**Run 1: PDN straps and rails**

Pins as bars on the die edge. Tap cells in gray.
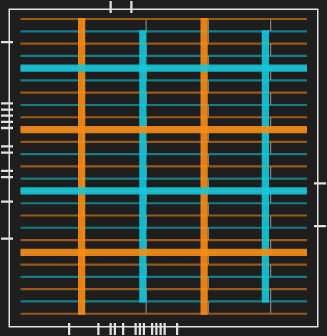
**Run 1: cells colored by class**

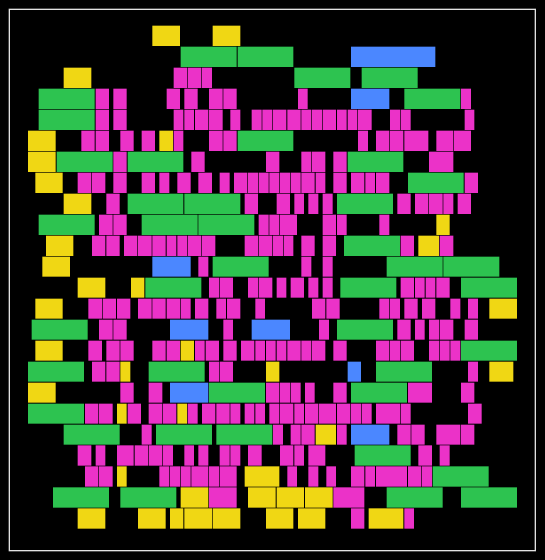
**Run 1: clock wires, drivers and flops**

Bar = 20 um.
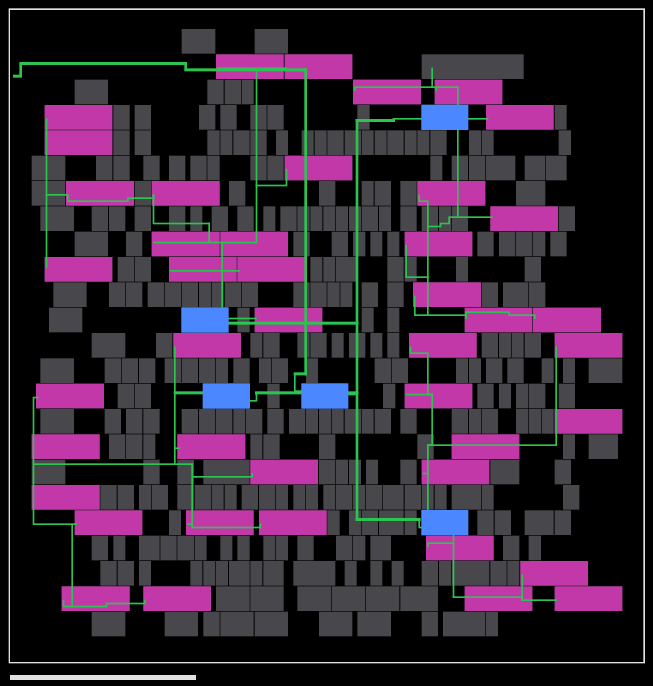
## src/rtl/router_pkg.sv

```systemverilog
// Shared router definitions: byte width, header field layout and the control
// FSM state encoding used by both the FSM and the datapath register stage.
package router_pkg;

    localparam int DATA_WIDTH = 8;
    localparam int ADDR_BITS  = 2;

    // Header layout: [ADDR_BITS-1:0] destination, [DATA_WIDTH-1:ADDR_BITS] length
    localparam int ADDR_LSB = 0;
    localparam int ADDR_MSB = ADDR_BITS - 1;
    localparam int LEN_LSB  = ADDR_BITS;
    localparam int LEN_MSB  = DATA_WIDTH - 1;

    typedef enum logic [2:0] {
        ST_DECODE_ADDRESS     = 3'd0,
        ST_LOAD_FIRST_DATA    = 3'd1,
        ST_LOAD_DATA          = 3'd2,
        ST_LOAD_PARITY        = 3'd3,
        ST_FIFO_FULL_STATE    = 3'd4,
        ST_LOAD_AFTER_FULL    = 3'd5,
        ST_WAIT_TILL_EMPTY    = 3'd6,
        ST_CHECK_PARITY_ERROR = 3'd7
    } router_state_e;

    function automatic logic [ADDR_BITS-1:0] hdr_addr(input logic [DATA_WIDTH-1:0] hdr);
        return hdr[ADDR_MSB:ADDR_LSB];
    endfunction

endpackage

```

## src/rtl/router_pkt_reg_if.sv

```systemverilog
// Bundle between the router control FSM / input port (master) and the
// datapath register stage (slave).
interface router_pkt_reg_if #(parameter int DATA_WIDTH = router_pkg::DATA_WIDTH);

    // pkt_valid marks data_in as a header/payload byte (low = parity byte);
    // fifo_full stalls acceptance: a byte is taken only when !fifo_full,
    // otherwise it is parked and re-issued in the load-after-full state.
    logic [DATA_WIDTH-1:0] data_in;
    logic                  pkt_valid;
    logic                  fifo_full;
    logic                  detect_add;
    logic                  lfd_state;
    logic                  ld_state;
    logic                  laf_state;
    logic                  full_state;
    logic                  rst_int_reg;
    logic [DATA_WIDTH-1:0] dout;
    logic                  parity_done;
    logic                  low_pkt_valid;
    logic                  err;

    modport master (
        output data_in, pkt_valid, fifo_full, detect_add, lfd_state,
               ld_state, laf_state, full_state, rst_int_reg,
        input  dout, parity_done, low_pkt_valid, err
    );

    modport slave (
        input  data_in, pkt_valid, fifo_full, detect_add, lfd_state,
               ld_state, laf_state, full_state, rst_int_reg,
        output dout, parity_done, low_pkt_valid, err
    );

endinterface

```

## src/rtl/router_parity_acc.sv

```systemverilog
// Running XOR parity, captured trailing parity byte and sticky mismatch flag.
module router_parity_acc
    import router_pkg::*;
#(
    parameter int DATA_WIDTH = router_pkg::DATA_WIDTH
) (
    input  logic                  clk,
    input  logic                  rstn,
    input  logic                  clear,
    input  logic                  acc_en,
    input  logic [DATA_WIDTH-1:0] acc_data,
    input  logic                  load_en,
    input  logic [DATA_WIDTH-1:0] load_data,
    input  logic                  check_en,
    output logic                  err
);

    logic [DATA_WIDTH-1:0] internal_parity_q, internal_parity_d;
    logic [DATA_WIDTH-1:0] packet_parity_q, packet_parity_d;
    logic                  err_q, err_d;

    always_comb begin
        internal_parity_d = internal_parity_q;
        packet_parity_d   = packet_parity_q;
        err_d             = err_q;
        if (clear) begin
            internal_parity_d = '0;
            packet_parity_d   = '0;
            err_d             = 1'b0;
        end else begin
            if (acc_en)
                internal_parity_d = internal_parity_q ^ acc_data;
            if (load_en)
                packet_parity_d = load_data;
            // Compares registered values, so err settles one cycle after parity_done
            if (check_en)
                err_d = (internal_parity_q != packet_parity_q);
        end
    end

    always_ff @(posedge clk) begin
        if (!rstn) begin
            internal_parity_q <= '0;
            packet_parity_q   <= '0;
            err_q             <= 1'b0;
        end else begin
            internal_parity_q <= internal_parity_d;
            packet_parity_q   <= packet_parity_d;
            err_q             <= err_d;
        end
    end

    assign err = err_q;

endmodule

```

## src/rtl/router_pkt_reg.sv

```systemverilog
// Router datapath register stage: header hold, full-FIFO byte parking,
// output byte register and parity bookkeeping driven by the FSM strobes.
module router_pkt_reg
    import router_pkg::*;
#(
    parameter int DATA_WIDTH = router_pkg::DATA_WIDTH
) (
    input  logic             clk,
    input  logic             rstn,
    router_pkt_reg_if.slave  bus
);

    logic [DATA_WIDTH-1:0] header_byte_q, header_byte_d;
    logic [DATA_WIDTH-1:0] full_byte_q, full_byte_d;
    logic [DATA_WIDTH-1:0] dout_q, dout_d;
    logic                  parity_done_q, parity_done_d;
    logic                  low_pkt_valid_q, low_pkt_valid_d;

    logic                  ld_parity_take;
    logic                  laf_parity_take;
    logic                  acc_en;
    logic [DATA_WIDTH-1:0] acc_data;
    logic                  load_en;
    logic [DATA_WIDTH-1:0] load_data;

    // Parity byte accepted directly, or re-issued after it was parked
    assign ld_parity_take  = bus.ld_state && !bus.fifo_full && !bus.pkt_valid;
    assign laf_parity_take = bus.laf_state && low_pkt_valid_q && !parity_done_q;

    always_comb begin
        header_byte_d   = header_byte_q;
        full_byte_d     = full_byte_q;
        dout_d          = dout_q;
        low_pkt_valid_d = low_pkt_valid_q;
        parity_done_d   = parity_done_q;

        if (bus.detect_add && bus.pkt_valid)
            header_byte_d = bus.data_in;

        if (bus.lfd_state)
            dout_d = header_byte_q;
        else if (bus.ld_state && !bus.fifo_full)
            dout_d = bus.data_in;
        else if (bus.ld_state && bus.fifo_full)
            full_byte_d = bus.data_in;
        else if (bus.laf_state)
            dout_d = full_byte_q;

        if (bus.rst_int_reg)
            low_pkt_valid_d = 1'b0;
        else if (bus.ld_state && !bus.pkt_valid)
            low_pkt_valid_d = 1'b1;

        if (bus.detect_add)
            parity_done_d = 1'b0;
        else if (ld_parity_take || laf_parity_take)
            parity_done_d = 1'b1;
    end

    always_comb begin
        acc_en   = 1'b0;
        acc_data = '0;
        if (bus.lfd_state) begin
            acc_en   = 1'b1;
            acc_data = header_byte_q;
        end else if (bus.ld_state && bus.pkt_valid && !bus.full_state && !bus.fifo_full) begin
            acc_en   = 1'b1;
            acc_data = bus.data_in;
        end else if (bus.laf_state && bus.pkt_valid) begin
            acc_en   = 1'b1;
            acc_data = full_byte_q;
        end

        load_en   = ld_parity_take || laf_parity_take;
        load_data = ld_parity_take ? bus.data_in : full_byte_q;
    end

    always_ff @(posedge clk) begin
        if (!rstn) begin
            header_byte_q   <= '0;
            full_byte_q     <= '0;
            dout_q          <= '0;
            parity_done_q   <= 1'b0;
            low_pkt_valid_q <= 1'b0;
        end else begin
            header_byte_q   <= header_byte_d;
            full_byte_q     <= full_byte_d;
            dout_q          <= dout_d;
            parity_done_q   <= parity_done_d;
            low_pkt_valid_q <= low_pkt_valid_d;
        end
    end

    router_parity_acc #(.DATA_WIDTH(DATA_WIDTH)) u_parity_acc (
        .clk       (clk),
        .rstn      (rstn),
        .clear     (bus.detect_add),
        .acc_en    (acc_en),
        .acc_data  (acc_data),
        .load_en   (load_en),
        .load_data (load_data),
        .check_en  (parity_done_q),
        .err       (bus.err)
    );

    assign bus.dout          = dout_q;
    assign bus.parity_done   = parity_done_q;
    assign bus.low_pkt_valid = low_pkt_valid_q;

endmodule
```

## src/flat_wrapper.sv

```systemverilog
// flat-port wrapper written by rule: the top's interface ports become plain ports
module router_pkt_reg_flat import router_pkg::*;
#(
    parameter int DATA_WIDTH = router_pkg::DATA_WIDTH
)
  (clk, rstn, bus_data_in, bus_pkt_valid, bus_fifo_full, bus_detect_add, bus_lfd_state, bus_ld_state, bus_laf_state, bus_full_state, bus_rst_int_reg, bus_dout, bus_parity_done, bus_low_pkt_valid, bus_err);
  router_pkt_reg_if #(.DATA_WIDTH(DATA_WIDTH)) bus_i ();
  input  logic clk;
  input  logic rstn;
  input wire logic [$bits(bus_i.data_in)-1:0] bus_data_in;
  input wire logic [$bits(bus_i.pkt_valid)-1:0] bus_pkt_valid;
  input wire logic [$bits(bus_i.fifo_full)-1:0] bus_fifo_full;
  input wire logic [$bits(bus_i.detect_add)-1:0] bus_detect_add;
  input wire logic [$bits(bus_i.lfd_state)-1:0] bus_lfd_state;
  input wire logic [$bits(bus_i.ld_state)-1:0] bus_ld_state;
  input wire logic [$bits(bus_i.laf_state)-1:0] bus_laf_state;
  input wire logic [$bits(bus_i.full_state)-1:0] bus_full_state;
  input wire logic [$bits(bus_i.rst_int_reg)-1:0] bus_rst_int_reg;
  output wire logic [$bits(bus_i.dout)-1:0] bus_dout;
  output wire logic [$bits(bus_i.parity_done)-1:0] bus_parity_done;
  output wire logic [$bits(bus_i.low_pkt_valid)-1:0] bus_low_pkt_valid;
  output wire logic [$bits(bus_i.err)-1:0] bus_err;
  assign bus_i.data_in = bus_data_in;
  assign bus_i.pkt_valid = bus_pkt_valid;
  assign bus_i.fifo_full = bus_fifo_full;
  assign bus_i.detect_add = bus_detect_add;
  assign bus_i.lfd_state = bus_lfd_state;
  assign bus_i.ld_state = bus_ld_state;
  assign bus_i.laf_state = bus_laf_state;
  assign bus_i.full_state = bus_full_state;
  assign bus_i.rst_int_reg = bus_rst_int_reg;
  assign bus_dout = bus_i.dout;
  assign bus_parity_done = bus_i.parity_done;
  assign bus_low_pkt_valid = bus_i.low_pkt_valid;
  assign bus_err = bus_i.err;
  router_pkt_reg #(.DATA_WIDTH(DATA_WIDTH)) u_core (.clk(clk), .rstn(rstn), .bus(bus_i));
endmodule
```

## config.mk

```make
export PLATFORM = sky130hd
export DESIGN_NAME = router_pkt_reg_flat
export DESIGN_NICKNAME = d
export VERILOG_FILES = /design/src/rtl/router_pkg.sv /design/src/rtl/router_pkt_reg_if.sv /design/src/rtl/router_parity_acc.sv /design/src/rtl/router_pkt_reg.sv /design/src/flat_wrapper.sv
export SDC_FILE = /design/constraint.sdc
export NUM_CORES = 1
export LEC_CHECK = 0
export ABC_AREA = 1
export CORE_AREA = 2 2 66 68
export DETAILED_ROUTE_END_ITERATION = 10
export DIE_AREA = 0 0 68 70
export GPL_TIMING_DRIVEN = 0
export PLACE_DENSITY = 0.76
export SLEW_MARGIN = 15
export SYNTH_ARGS = -nofsm -noshare
export SYNTH_HDL_FRONTEND = slang
export SYNTH_SLANG_ARGS = --single-unit
export TNS_END_PERCENT = 5
```

## constraint.sdc

```tcl
create_clock -name clk -period 1.6 [get_ports clk]
set_clock_uncertainty 0.05 [all_clocks]
set_input_delay 0.24 -clock clk [delete_from_list [all_inputs] [get_ports clk]]
set_output_delay 0.24 -clock clk [all_outputs]
set_load 0.02 [all_outputs]
```

==> results.yml, run 1 <==
# physical design summary
routing:
  highest_layer: "met4"
  wl_met2_um: 2410
  vias_per_cell: 5.28
  wl_um: 5190
  drc: 0
  drtPass1Iterations: 4
  detail_route.wl_per_cell_um: 13.1
  ant_nets: 0
  vias: 2090
layout:
  stdcell_count: 396
  nNetsFinal: 361
  final_util_pct: 61.9
  drive_above_1_share_pct: 9.01
  syn_to_final_growth_pct: 22.5
  lay_top_count: "a21oi_1"
  mostFrequentLayoutCells: "a21oi_1 (55), nand2_1 (49), dfxtp_1 (43)"
  diodes: 0
critical_path:
  reg2reg_setup_slack_ps: 400
  cpLargestDelayFamily: "buffers and inverters"
  endpoint_kind: "output pin"
  crit_path_max_fanout: 2
  cp.arrival_ps: 1250
  cp_cell_sequence: "clkdlybuf4s50_1"
  worst-path-buf-inv: 1
  slowest_delay_ps: 620
  r2r-start: "u_core.bus.low_pkt_valid$_SDFFE_PP0P_"
  crit_path_start_kind: "flip-flop"
  required_ps: 1310
  reg2reg_to: "u_core.u_parity_acc.packet_parity_q[6]$_SDFFE_PP0P_"
power:
  seq_power_share_pct: 48.2
  pwr-share-comb_pct: 15.6
  pg_comb_uw: 376
  p_clk_share_pct: 36.1
  sw_frac_of_total_pct: 25.9
  power-top-group: "sequential cells"
  powerClk_uw: 870
  switchingPower_uw: 624
  p_per_area_nw_per_um2: 938
  pg_seq_uw: 1160
  power_uw: 2410
  p_leak_uw: 0.00111
  vdd_drop_max_v: 0.000504
hold_path:
  hold_end: "u_core.bus.low_pkt_valid$_SDFFE_PP0P_"
  hp-start: "bus_ld_state"
  min_path_cells: 3
  holdCritPathClass: "input port to flip-flop"
clocking:
  postCtsHoldBufs: 0
  cts_root_buffer: "clkbuf_8"
  clockBufferDepth: 2
  cts_tree: "built"
  post_cts_resize_count: 1
  insertion_delay_ps: 300
  cts_inserted_buffers: 5
  postCtsSetupRepairBufs: 0
  cts.reportedPaths.clkPinSlew_ps: 80
status:
  outcome: "finished, final reports clean"
floorplan:
  io_pins: 29
  core_area_um2: 4140
  fp_util_pct: 50.5
  die_height_um: 70
  chipArea_um2: 4760
  num_rows: 24
  dieWidth_um: 68
synth:
  ys_warn_count: 0
  yosys_area_um2: 2090
  ys_cells: 309
  fp_nets: 327
  aoi_share_pct: 26.3
  postSynthSeqShare_pct: 41.1
  xor_share_pct: 1.67
  simple_gate_area_share_pct: 20.8
  mux_area_share_pct: 0
  ys.flops: 43
  synthTopLogicFamily: "AND-OR/OR-AND gates"
  postSynthAreaPerCell_um2: 6.77
  synthAdderAreaFrac_pct: 0
place:
  place_worst_setup_slack_ps: -305
  place_inst: 388
  gp_congestion: 0.796
  dp_hpwl_um: 3870
global_route:
  grtUsageMet1_pct: 33.9
  grtUsageTotal_pct: 23.3
  use_met2_pct: 33.4
  grt_antenna_before_repair: 0
  top_usage_layer: "met1"
  grt_max_degree: 14
  grt.overflow.total: 0
  grt_pass1_vias: 1842
final_timing:
  hold_viol_final: 0
  timing.final.ws_setup_ps: 60.8
  period_minus_slack_ps: 1540
  drv_slew: 0
  fin_setup_tns_ps: 0
  finalClockPeriodUsage_pct: 96.2
  setup_viol: 0
  maxSlewHeadroom_pct: 68.9
  fmax_ghz: 0.650
  worst_slew_pin_slew_ps: 467
  rsz0062_at_grt: "false"
run:
  warnings: 26
-- 'PDN straps and rails' (at the start) --
color	net
orange	VSS
cyan	VDD
met1 rails	25
signal pins	29
met4 straps	4

-- 'cells colored by class' (at the start) --
color	class	cells	share of their area
green	sequential cells	43	34%
blue	clock drivers and dummy loads	8	4.7%
yellow	remaining buffers and delay cells	39	13%
magenta	combinational and other logic	254	47%

-- 'clock wires, drivers and flops' (at the start) --
[blue] clock drivers | count: 5
[magenta] flip-flops | count: 43
[green] clock wires | length: 516 um
routed clock nets	6
flops lie	spread over the die

## run 1: cells in the mapped netlist (all sizes together)
cell,n,area share [%]
a21oi,55,13
nand2,53,9.9
o21ai,53,13
dfxtp,43,41
inv,41,7.4
nand3,26,6.5
nor2,18,3.6
buf,7,1.9
clkbuf,5,0.90
xnor2,2,0.84
xor2,2,0.84
a31oi,1,0.30
nand4,1,0.30
nor3,1,0.24
or2,1,0.30
## run 1: kinds of logic after synthesis
family | count (synthesis)
xor+xnor | 4
simple gates | 100
flops | 43
compound gates | 109
buf+inv | 53
## run 1: how the worst max path moves through the flow
stage | from | end | slack [ps] | depth (start not counted)
floorplan | bus_lfd_state | u_core.bus.dout[0]$_SDFFE_PN0P_ | 400 | 7
global placement | bus_pkt_valid | u_core.u_parity_acc.internal_parity_q[7]$_SDFFE_PP0P_ | -270 | 8
detailed placement | bus_pkt_valid | u_core.u_parity_acc.internal_parity_q[7]$_SDFFE_PP0P_ | -310 | 8
CTS | bus_pkt_valid | u_core.u_parity_acc.internal_parity_q[7]$_SDFFE_PP0P_ | 5 | 8
global route | bus_fifo_full | u_core.u_parity_acc.internal_parity_q[2]$_SDFFE_PP0P_ | 20 | 8
finish | u_core.bus.dout[0]$_SDFFE_PN0P_ | bus_dout[0] | 60 | 1
## run 1: final cells by class
type | count | area [um^2]
Fill cell | 387 | 1580
Multi-Input combinational cell | 213 | 1030
Sequential cell | 43 | 861
Timing Repair Buffer | 27 | 274
Inverter | 41 | 154
Clock buffer | 6 | 82.6
Tap cell | 52 | 65.1
Buffer | 12 | 60.1
Clock inverter | 2 | 35.0
## run 1: worst reg2reg max path, delay by kind of cell, from the launching register on
family	cells	cell delay (ps)
compound gates	3	440
buf+inv	1	230
simple gates	1	80
flops	1	350
**Run 1: routing congestion map**

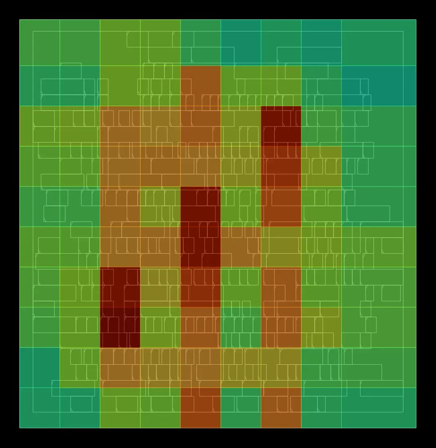

==> run 1 -> run 2 <==
Settings changed: CAP_MARGIN set to 0, SKIP_LAST_GASP set to 1.
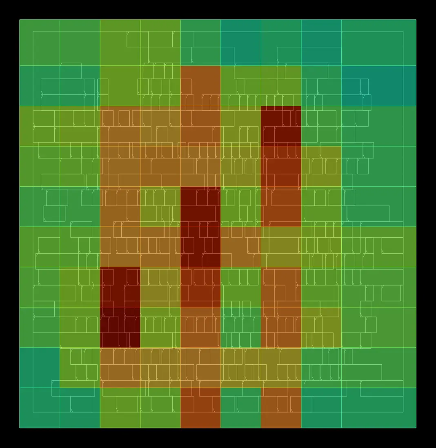
**Above:** run 2 (routing congestion map).
met1 layer usage reported by global route: 33.9%
GR Util met3: 4.19%
DR WL/cell: 13.0 um
M2 GR Usage: 33.4%
gr busiest metal: met1

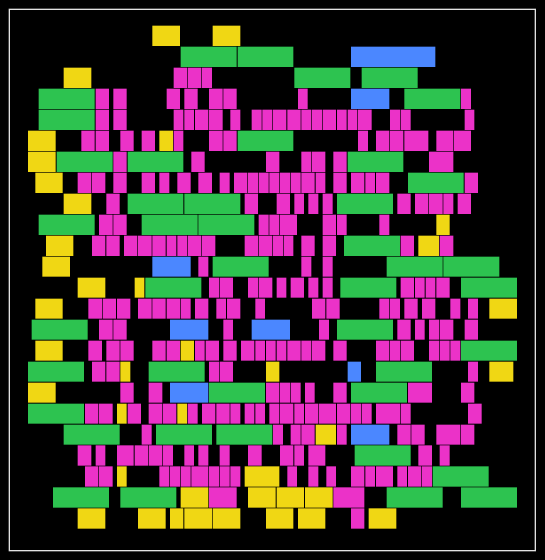
**Above:** run 2 (cells colored by class).
color	class	cells	share of their area
yellow	remaining buffers and delay cells	39	13%
blue	clock drivers and dummy loads	8	4.7%
magenta	combinational and other logic	254	47%
green	sequential cells	43	35%

==> results.yml, run 2 <==
# physical design summary
synth:
  ys_cells: 309
  postSynthSeqShare_pct: 41.1
  postSynthAreaPerCell_um2: 6.77
  yosysTopAreaCellShare_pct: 41.1
  ff_type: "dfxtp_1"
  top_cells_by_count: "a21oi_1 (55), nand2_1 (50), dfxtp_1 (43)"
  ys_warn_count: 0
  yosys_area_um2: 2090
  async_reset_ff_share_pct: 0
  ys.flops: 43
  top_cell: "a21oi_1"
  fp_nets: 327
  yosys.area.top_type: "dfxtp_1"
  synth.top_cells.by_area: "dfxtp_1 (41%), a21oi_1 (13%), o21ai_0 (9.6%)"
final_timing:
  period_minus_slack_ps: 1560
  finalClockPeriodUsage_pct: 97.4
  fin_setup_tns_ps: 0
  fmax_ghz: 0.642
  setup_viol: 0
  hold_viol_final: 0
  maxSlewHeadroom_pct: 68.8
  drv_slew: 0
  rsz0062_at_grt: "true"
power:
  vdd_drop_max_v: 0.000505
  p_clk_share_pct: 36.1
  sw_frac_of_total_pct: 25.9
  power_uw: 2400
  switchingPower_uw: 621
  seq_power_share_pct: 48.3
  p_per_area_nw_per_um2: 941
  p_leak_uw: 0.00109
global_route:
  grt_max_degree: 14
  grt_antenna_before_repair: 0
  grtUsageTotal_pct: 23.3
  grt_pass1_vias: 1842
  grt.overflow.total: 0
critical_path:
  cpLargestDelayFamily: "buffers and inverters"
  cp.arrival_ps: 1270
  worst-path-buf-inv: 1
  crit_path_start_kind: "flip-flop"
  crit_path_max_fanout: 3
  cp_cell_sequence: "clkdlybuf4s50_1"
  reg2reg_to: "u_core.u_parity_acc.packet_parity_q[6]$_SDFFE_PP0P_"
  slowest_delay_ps: 620
  endpoint_kind: "output pin"
  r2r-start: "u_core.bus.low_pkt_valid$_SDFFE_PP0P_"
layout:
  sh_comb_area_pct: 40.1
  drive_above_1_share_pct: 8.43
  lay_top_count: "a21oi_1"
  bufAreaShareNonClock_pct: 12.9
  syn_to_final_growth_pct: 22.0
  logic_area_um2: 1020
  sh_seq_area_pct: 33.7
  seq_cell_count: 43
  mostFrequentLayoutCells: "a21oi_1 (55), nand2_1 (50), dfxtp_1 (43)"
  clk_share_pct: 4.61
  stdcell_count: 396
  buffers: 39
  inv_count: 41
  dominant_cells: "combinational gates"
  final_util_pct: 61.6
  nNetsFinal: 361
clocking:
  postCtsHoldBufs: 0
  clockBufferDepth: 2
  cts.reportedPaths.clkPinSlew_ps: 70
  cts_root_buffer: "clkbuf_8"
  insertion_delay_ps: 300
  cts_inserted_buffers: 5
hold_path:
  hold_end: "u_core.bus.low_pkt_valid$_SDFFE_PP0P_"
  hp-start: "bus_ld_state"
  min_path_cells: 3
routing:
  wl_met2_um: 2350
  drtPass1Iterations: 5
  highest_layer: "met4"
  ant_nets: 0
  vias: 2113
  vias_per_cell: 5.34
  drc: 0
run:
  warnings: 27
floorplan:
  num_rows: 24
  core_area_um2: 4140
  chipArea_um2: 4760
  die_height_um: 70
  io_pins: 29
place:
  gp_congestion: 0.796
  place_inst: 388
  place_worst_setup_slack_ps: -305
status:
  outcome: "finished, final reports clean"
## run 2: cell count changes in the layout (fill, tap and decap cells not counted), sizes merged
cell,delta
clkdlybuf4s50,+1
clkbuf,-1
dlymetal6s2s,-1
buf,+1
## run 2: logic make-up (layout without fill, tap and decap cells)
logic type / count (synthesis) / after routing / share of synthesized area [%]
buf+inv: 53 / 88 / 10.1
simple gates: 100 / 100 / 20.8
xor+xnor: 4 / 4 / 1.67
compound gates: 109 / 109 / 26.3
flops: 43 / 43 / 41.1
## run 2: power groups by stage
stage | Sequential, uW | Combinational [uW] | Clock [uW]
final | 1160 | 374 | 868
after global routing | 1170 | 413 | 925
after CTS | 1160 | 369 | 884
after detailed placement | 1190 | 367 | 0
after global placement | 1180 | 363 | 0
after floorplan | 1200 | 201 | 0
## run 2: worst max-delay path by stage
stage	startpoint	end	slack (ps)	cells after the start
5_1_grt	rstn	u_core.u_parity_acc.internal_parity_q[4]$_SDFFE_PP0P_	-40	6
6_report	u_core.bus.low_pkt_valid$_SDFFE_PP0P_	bus_low_pkt_valid	40	1
3_5_place_dp	bus_pkt_valid	u_core.u_parity_acc.internal_parity_q[7]$_SDFFE_PP0P_	-310	8
2_1_floorplan	bus_lfd_state	u_core.bus.dout[0]$_SDFFE_PN0P_	400	7
4_1_cts	bus_pkt_valid	u_core.u_parity_acc.internal_parity_q[7]$_SDFFE_PP0P_	5	8
3_3_place_gp	bus_pkt_valid	u_core.u_parity_acc.internal_parity_q[7]$_SDFFE_PP0P_	-270	8
## run 2: worst register-to-register path: stages, from the launching register on
cell     delay (ps)
dfxtp_1         350
nand2_1          80
o21ai_2         250
buf_4           230
o21ai_1          70
a21oi_1         110
## run 2: repair_timing
action / in CTS / in global routing
gates resized: 1 / 4
endpoints found under the setup margin: 1 / 17
buffers inserted: 0 / 0
**Run 2: signal wires by layer**

Bar = 20 um.
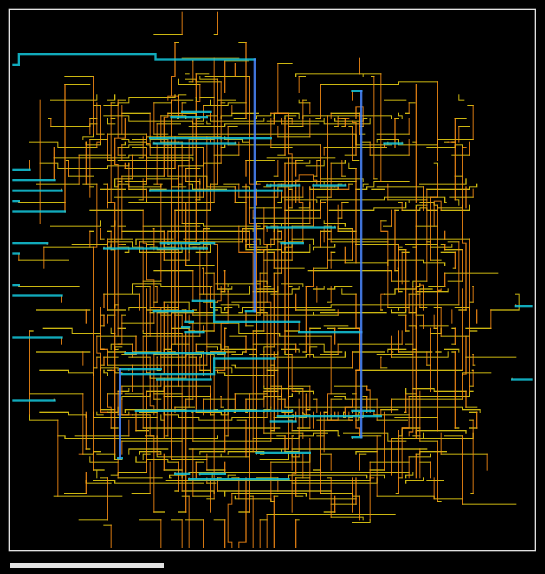

==> run 2 -> run 3 <==
Settings changed: CORE_AREA 2 2 66 68 to 2 2 64 66, DIE_AREA 0 0 68 70 to 0 0 66 68, PLACE_DENSITY 0.76 to 0.81.
Clock period 1.6 ns to 1.9 ns, I/O delays scaled along.
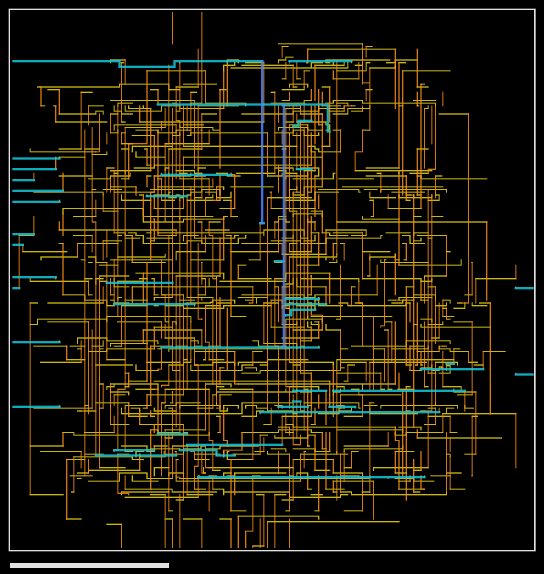
**Above:** run 3 (signal wires by layer).
Bar = 20 um.
color	layer	wire length
cyan	metal 3	315 um
blue	metal 4	51.0 um
yellow	metal 1	2380 um
orange	metal 2	2350 um

==> results.yml, run 3 <==
# physical design summary
clocking:
  post_cts_resize_count: 0
  postCtsHoldBufs: 0
  insertion_delay_ps: 300
  postCtsSetupRepairBufs: 0
  cts_tree: "built"
  clockBufferDepth: 2
  cts.reportedPaths.clkPinSlew_ps: 70
  cts_inserted_buffers: 5
  cts_root_buffer: "clkbuf_8"
layout:
  drive_above_1_share_pct: 7.58
  lay_top_count: "a21oi_1"
  mostFrequentLayoutCells: "a21oi_1 (55), nand2_1 (50), dfxtp_1 (43)"
  n_fill_cell: 372
  layout.area.seq_um2: 861
  logic_area_um2: 1020
  syn_to_final_growth_pct: 20.8
  diodes: 0
critical_path:
  reg2reg_to: "u_core.u_parity_acc.packet_parity_q[6]$_SDFFE_PP0P_"
  reg2reg_setup_slack_ps: 680
  worst-path-stages: 1
  cp_cell_sequence: "clkdlybuf4s50_1"
  r2r-start: "u_core.bus.low_pkt_valid$_SDFFE_PP0P_"
  slowest_delay_ps: 640
  worst-path-buf-inv: 1
  cp-endpoint: "bus_parity_done"
  cpLargestDelayFamily: "buffers and inverters"
  cp.arrival_ps: 1350
  crit_path_max_fanout: 5
  required_ps: 1560
  crit_path_start_kind: "flip-flop"
  endpoint_kind: "output pin"
power:
  p_per_area_nw_per_um2: 780
  vdd_drop_max_v: 0.000486
  p_leak_uw: 0.00106
  power_uw: 1970
synth:
  ys_cells: 309
  synth.top_cells.by_area: "dfxtp_1 (41%), a21oi_1 (13%), o21ai_0 (9.6%)"
  ys.flops: 43
  ff_type: "dfxtp_1"
  yosysTopAreaCellShare_pct: 41.1
  yosys.area.top_type: "dfxtp_1"
  top_cell: "a21oi_1"
  ys_warn_count: 0
  top_cells_by_count: "a21oi_1 (55), nand2_1 (50), dfxtp_1 (43)"
  fp_nets: 327
  synth_cells: 309
  yosys_area_um2: 2090
  postSynthAreaPerCell_um2: 6.77
  edf_count: 0
  postSynthSeqShare_pct: 41.1
final_timing:
  maxSlewHeadroom_pct: 70.1
  fmax_ghz: 0.593
  timing.final.ws_setup_ps: 212
  rsz0062_at_grt: "false"
  worst_slew_pin_slew_ps: 448
  setup_viol: 0
  finalClockPeriodUsage_pct: 88.8
  drv_slew: 0
  hold_viol_final: 0
  period_minus_slack_ps: 1690
floorplan:
  io_pins: 29
  fp_util_pct: 54.3
  chipArea_um2: 4490
  num_rows: 23
  die_height_um: 68
  core_area_um2: 3860
hold_path:
  hp-start: "bus_lfd_state"
  min_path_cells: 4
  hold_end: "u_core.u_parity_acc.internal_parity_q[1]$_SDFFE_PP0P_"
  holdCritPathClass: "input port to flip-flop"
routing:
  drtPass1Iterations: 5
  vias_per_cell: 5.35
  vias: 2102
  drc: 0
  detail_route.wl_per_cell_um: 12.9
  wl_um: 5090
  ant_nets: 0
global_route:
  grt.overflow.total: 0
  grt_antenna_before_repair: 0
  grt_pass1_vias: 1813
  grt_max_degree: 13
  grtUsageTotal_pct: 24.9
place:
  dp_hpwl_um: 3860
  gp_congestion: 0.830
  place_worst_setup_slack_ps: -35.0
run:
  warnings: 26
status:
  outcome: "finished, final reports clean"
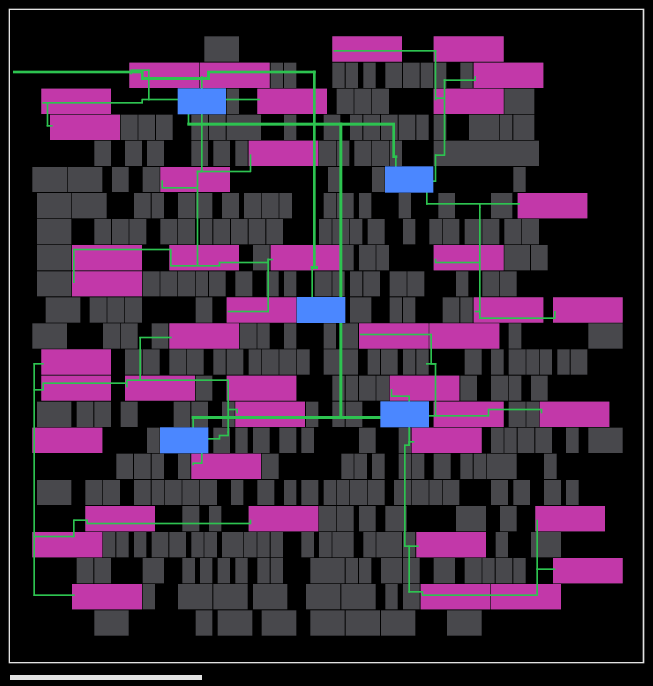
**Above:** run 3 (clock wires, drivers and flops).
Bar = 20 um.
[green] clock wires | length: 497 um
[magenta] flip-flops | count: 43
[blue] clock drivers | count: 5
routed clock nets	6
flops lie	spread over the die

[run 3: cell types whose count changed in the layout (fill, tap and decap cells not counted), sizes merged]
cell,delta
clkinv,-1
dlymetal6s2s,-1
clkdlybuf4s50,+2
dlygate4sd2,-1
[run 3: metrics by stage]
step	cells	TNS [ps]	hold WS [ps]	utilization [%]
CTS	393	0	375	65.5
floorplan	309	0	312	-
detailed placement	386	-61.7	431	62.9
global placement	386	-9.09	428	62.9
global route	393	0	422	65.5
finish	393	0	400	65.5
[run 3: worst register-to-register path: stages (launching register included)]
cell	delay (ps)
dfxtp_1	370
nand2_1	80
o21ai_2	250
buf_4	230
o21ai_1	70
a21oi_1	120
[run 3: cells by family after synthesis]
kind of cell | Yosys count | synth area share, %
compound gates | 109 | 26.3
xor+xnor | 4 | 1.67
buf+inv | 53 | 10.1
flops | 43 | 41.1
simple gates | 100 | 20.8
[run 3: layer usage]
metal / part of all wire, % / up-vias / track usage (%) / wire [um]
met3: 6.2 / 5 / 5.59 / 314
met2: 46 / 72 / 39.9 / 2350
li1: - / 1090 / - / -
met1: 47 / 935 / 34.3 / 2380
met5: 0 / - / 0 / 0
met4: 1.0 / 0 / 6.38 / 51
[run 3: layout make-up]
| type | count | share of cell area (%) |
|---|---|---|
| clock inverter | 1 | 1.19 |
| timing repair buffer | 27 | 10.7 |
| inverter | 41 | 6.09 |
| multi-input combinational | 213 | 40.3 |
| buffer | 12 | 2.28 |
| sequential | 43 | 34.1 |
| tap | 50 | 2.48 |
| clock buffer | 6 | 2.87 |
[run 3: power by group]
group,total (uW),internal [uW],switching [uW]
clock,682,385,297
sequential,977,948,28.9
combinational,313,127,186
total,1970,1460,512
Power is estimated from default activity; no workload was simulated.
